<file path="src/rtl/montacargas_pkg.sv">
// Shared motor command encodings and controller state encoding for the
// freight-elevator controller.
package montacargas_pkg;

  localparam logic [1:0] MOTOR_PARADO = 2'b00;
  localparam logic [1:0] MOTOR_SUBIR  = 2'b10;
  localparam logic [1:0] MOTOR_BAJAR  = 2'b01;

  typedef enum logic [1:0] {
    REPOSO,
    SUBIR,
    BAJAR,
    PUERTA
  } estado_t;

endpackage

</file>
<file path="src/rtl/montacargas_ctrl_buscador.sv">
// Combinational call finder: reports whether latched calls exist above,
// below or exactly at a given floor index.
module buscador_solicitudes #(
  parameter int N_PISOS = 5,
  parameter int W_PISO  = $clog2(N_PISOS)
) (
  input  logic [N_PISOS-1:0] pendientes_i,
  input  logic [W_PISO-1:0]  piso_i,
  output logic               hay_arriba_o,
  output logic               hay_abajo_o,
  output logic               hay_aqui_o
);

  // An out-of-range floor index simply finds nothing above or here.
  always_comb begin
    hay_arriba_o = 1'b0;
    hay_abajo_o  = 1'b0;
    hay_aqui_o   = 1'b0;
    for (int i = 0; i < N_PISOS; i++) begin
      if (W_PISO'(i) > piso_i) begin
        hay_arriba_o = hay_arriba_o | pendientes_i[i];
      end
      if (W_PISO'(i) < piso_i) begin
        hay_abajo_o = hay_abajo_o | pendientes_i[i];
      end
      if (W_PISO'(i) == piso_i) begin
        hay_aqui_o = hay_aqui_o | pendientes_i[i];
      end
    end
  end

endmodule

</file>
<file path="src/rtl/montacargas_ctrl.sv">
// Freight-elevator controller: latches floor calls, sweeps with a collective
// up/down policy, and times floor-to-floor travel and door dwell.
module montacargas_ctrl #(
  parameter int N_PISOS  = 5,
  parameter int W_PISO   = $clog2(N_PISOS),
  parameter int T_VIAJE  = 8,
  parameter int T_PUERTA = 16
) (
  input  logic               clk,
  input  logic               rst_n,
  input  logic [N_PISOS-1:0] llamada_i,
  input  logic               paro_i,
  output logic [1:0]         motor_o,
  output logic [W_PISO-1:0]  piso_actual_o,
  output logic               puerta_abierta_o,
  output logic [N_PISOS-1:0] pendientes_o,
  output logic               sube_o
);

  import montacargas_pkg::*;

  localparam int W_CV = $clog2(T_VIAJE + 1);
  localparam int W_CP = $clog2(T_PUERTA + 1);
  localparam logic [W_CV-1:0]    FIN_VIAJE  = W_CV'(T_VIAJE - 1);
  localparam logic [W_CP-1:0]    FIN_PUERTA = W_CP'(T_PUERTA - 1);
  localparam logic [N_PISOS-1:0] UNO        = N_PISOS'(1);

  estado_t             estado_q, estado_d;
  logic [W_PISO-1:0]   piso_q, piso_d;
  logic [N_PISOS-1:0]  pend_q, pend_d;
  logic                sube_q, sube_d;
  logic [W_CV-1:0]     cv_q, cv_d;
  logic [W_CP-1:0]     cp_q, cp_d;

  logic [W_PISO-1:0]   piso_sig;
  logic [N_PISOS-1:0]  limpiar;
  logic                llamada_aqui;
  logic                arriba_act, abajo_act, aqui_act;
  logic                arriba_sig, abajo_sig, aqui_sig;

  // Floor the car reaches at the end of the current leg; only meaningful while travelling.
  assign piso_sig     = (estado_q == BAJAR) ? (piso_q - W_PISO'(1)) : (piso_q + W_PISO'(1));
  assign llamada_aqui = |(llamada_i & (UNO << piso_q));

  buscador_solicitudes #(
    .N_PISOS (N_PISOS),
    .W_PISO  (W_PISO)
  ) u_buscador_act (
    .pendientes_i (pend_q),
    .piso_i       (piso_q),
    .hay_arriba_o (arriba_act),
    .hay_abajo_o  (abajo_act),
    .hay_aqui_o   (aqui_act)
  );

  buscador_solicitudes #(
    .N_PISOS (N_PISOS),
    .W_PISO  (W_PISO)
  ) u_buscador_sig (
    .pendientes_i (pend_q),
    .piso_i       (piso_sig),
    .hay_arriba_o (arriba_sig),
    .hay_abajo_o  (abajo_sig),
    .hay_aqui_o   (aqui_sig)
  );

  always_ff @(posedge clk or negedge rst_n) begin
    if (!rst_n) begin
      estado_q <= REPOSO;
      piso_q   <= '0;
      pend_q   <= '0;
      sube_q   <= 1'b1;
      cv_q     <= '0;
      cp_q     <= '0;
    end else begin
      estado_q <= estado_d;
      piso_q   <= piso_d;
      pend_q   <= pend_d;
      sube_q   <= sube_d;
      cv_q     <= cv_d;
      cp_q     <= cp_d;
    end
  end

  // The floor being served is masked out of the call latch, so clearing beats a new call.
  always_comb begin
    estado_d = estado_q;
    piso_d   = piso_q;
    sube_d   = sube_q;
    cv_d     = cv_q;
    cp_d     = cp_q;
    limpiar  = '0;
    unique case (estado_q)
      REPOSO: begin
        cv_d = '0;
        cp_d = '0;
        if (aqui_act) begin
          estado_d = PUERTA;
          limpiar  = UNO << piso_q;
        end else if (arriba_act && abajo_act) begin
          estado_d = sube_q ? SUBIR : BAJAR;
        end else if (arriba_act) begin
          estado_d = SUBIR;
          sube_d   = 1'b1;
        end else if (abajo_act) begin
          estado_d = BAJAR;
          sube_d   = 1'b0;
        end
      end
      SUBIR, BAJAR: begin
        if (!paro_i) begin
          if (cv_q == FIN_VIAJE) begin
            cv_d   = '0;
            piso_d = piso_sig;
            if (aqui_sig) begin
              estado_d = PUERTA;
              limpiar  = UNO << piso_sig;
            end else if ((estado_q == SUBIR) ? arriba_sig : abajo_sig) begin
              estado_d = estado_q;
            end else begin
              estado_d = REPOSO;
            end
          end else begin
            cv_d = cv_q + W_CV'(1);
          end
        end
      end
      PUERTA: begin
        limpiar = UNO << piso_q;
        if (llamada_aqui) begin
          cp_d = '0;
        end else if (cp_q == FIN_PUERTA) begin
          cp_d     = '0;
          estado_d = REPOSO;
        end else begin
          cp_d = cp_q + W_CP'(1);
        end
      end
      default: begin
        estado_d = REPOSO;
      end
    endcase
    pend_d = (pend_q | llamada_i) & ~limpiar;
  end

  always_comb begin
    motor_o = MOTOR_PARADO;
    if (!paro_i) begin
      if (estado_q == SUBIR) begin
        motor_o = MOTOR_SUBIR;
      end else if (estado_q == BAJAR) begin
        motor_o = MOTOR_BAJAR;
      end
    end
    puerta_abierta_o = (estado_q == PUERTA);
    piso_actual_o    = piso_q;
    pendientes_o     = pend_q;
    sube_o           = sube_q;
  end

endmodule

</file>
<file path="config.mk">
export PLATFORM = sky130hd
export DESIGN_NAME = montacargas_ctrl
export DESIGN_NICKNAME = d
export VERILOG_FILES = /design/src/rtl/montacargas_pkg.sv /design/src/rtl/montacargas_ctrl_buscador.sv /design/src/rtl/montacargas_ctrl.sv
export SDC_FILE = /design/constraint.sdc
export NUM_CORES = 1
export LEC_CHECK = 0
export CAP_MARGIN = 10
export CORE_MARGIN = 2
export CORE_UTILIZATION = 35
export CTS_CLUSTER_SIZE = 28
export DETAILED_ROUTE_END_ITERATION = 7
export GPL_ROUTABILITY_DRIVEN = 1
export SLEW_MARGIN = 0
export SYNTH_ARGS = -nofsm -noshare
export SYNTH_HDL_FRONTEND = slang
export SYNTH_SLANG_ARGS = --single-unit
</file>
<file path="constraint.sdc">
create_clock -name clk -period 3.36 [get_ports clk]
set_input_delay 0.672 -clock clk [delete_from_list [all_inputs] [get_ports clk]]
set_output_delay 0.672 -clock clk [all_outputs]
set_load 0.05 [all_outputs]
</file>
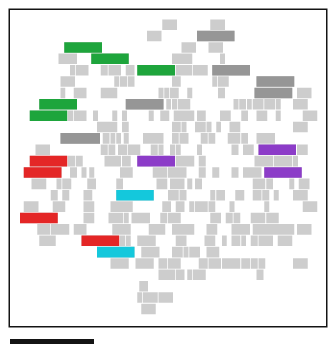
(images/ff_map.png)
The bar under the picture is 20 µm long. Other sequential cells in the stronger gray, the rest of the logic in the fainter gray.
name in the netlist	color	flops
cv_q	red	4
estado_q	cyan	2
cp_q	green	5
piso_actual_o	purple	3
seq pwr: 0.363 mW
Flop area: 502 µm²
Final Core Density: 41.1%
register share of the cell area: 24.2%

==> summary.txt <==
Mapped Avg Cell Area: 8.54 µm²
DP Area: 2020 µm²
main area contributors: dfrtp_1 (26%), ha_1 (9.1%), a21oi_1 (5.3%)
Cell Type Count: 56
gr ovfl total: 0
total tool warning count: 34
Biggest Area Class: combinational gates
vias in the first global route: 1492
critical path class: in2out
Pre-Place Util: 35.6%
fin. max-slew vios: 0
WP data required: 2.69 ns
status: complete, no violations
post-layout net count: 246
combinational logic power: 1.25 mW
critical path cell sequence: clkdlybuf4s50_1 > nor2b_1 > clkdlybuf4s50_1
Finished Cell Area: 2070 µm²
DRT antenna net count: 0
Sink Count: 20
P_int: 0.908 mW
clock group power: 0.188 mW
reg-to-reg endpoint: estado_q[1]
power consumption: 1.80 mW
CP max stage delay: 0.81 ns
M2 GR Usage: 26.9%
CP top delay family: buffers and inverters
initial detailed-routing violation count: 142
PwrDens: 871 nW/µm²
hold path start: cv_q[3]
htree depth: 1
ys flops: 20
RSZ-0062 raised after global routing: false
Ant. Diodes: 0
mux share: 5.44%
Final Hold Fails: 0
CTS resizes: 0
met3 wire len: 103 µm
Slowest cell on crit path: clkdlybuf4s50_1
signal buffers share of area: 10.6%
global-route wire length before repair: 7270 µm
Die Y: 75.6 µm
met3 GRT Util: 2.51%
setup ws final: 0.512 ns
Cells after DPL: 290
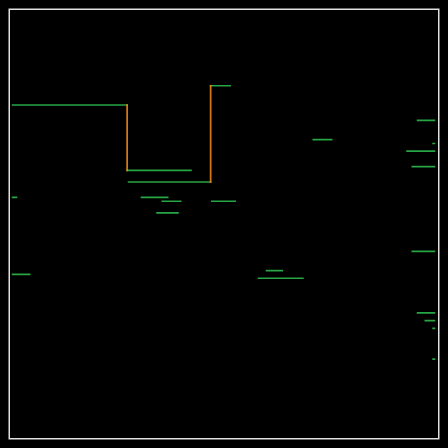
(images/layers.png)
Only two layers are drawn.
layer	color	wire length
M3	green	104 µm
M4	orange	28.6 µm

Power figures rest on the tool's default switching activity, not on a simulated workload.
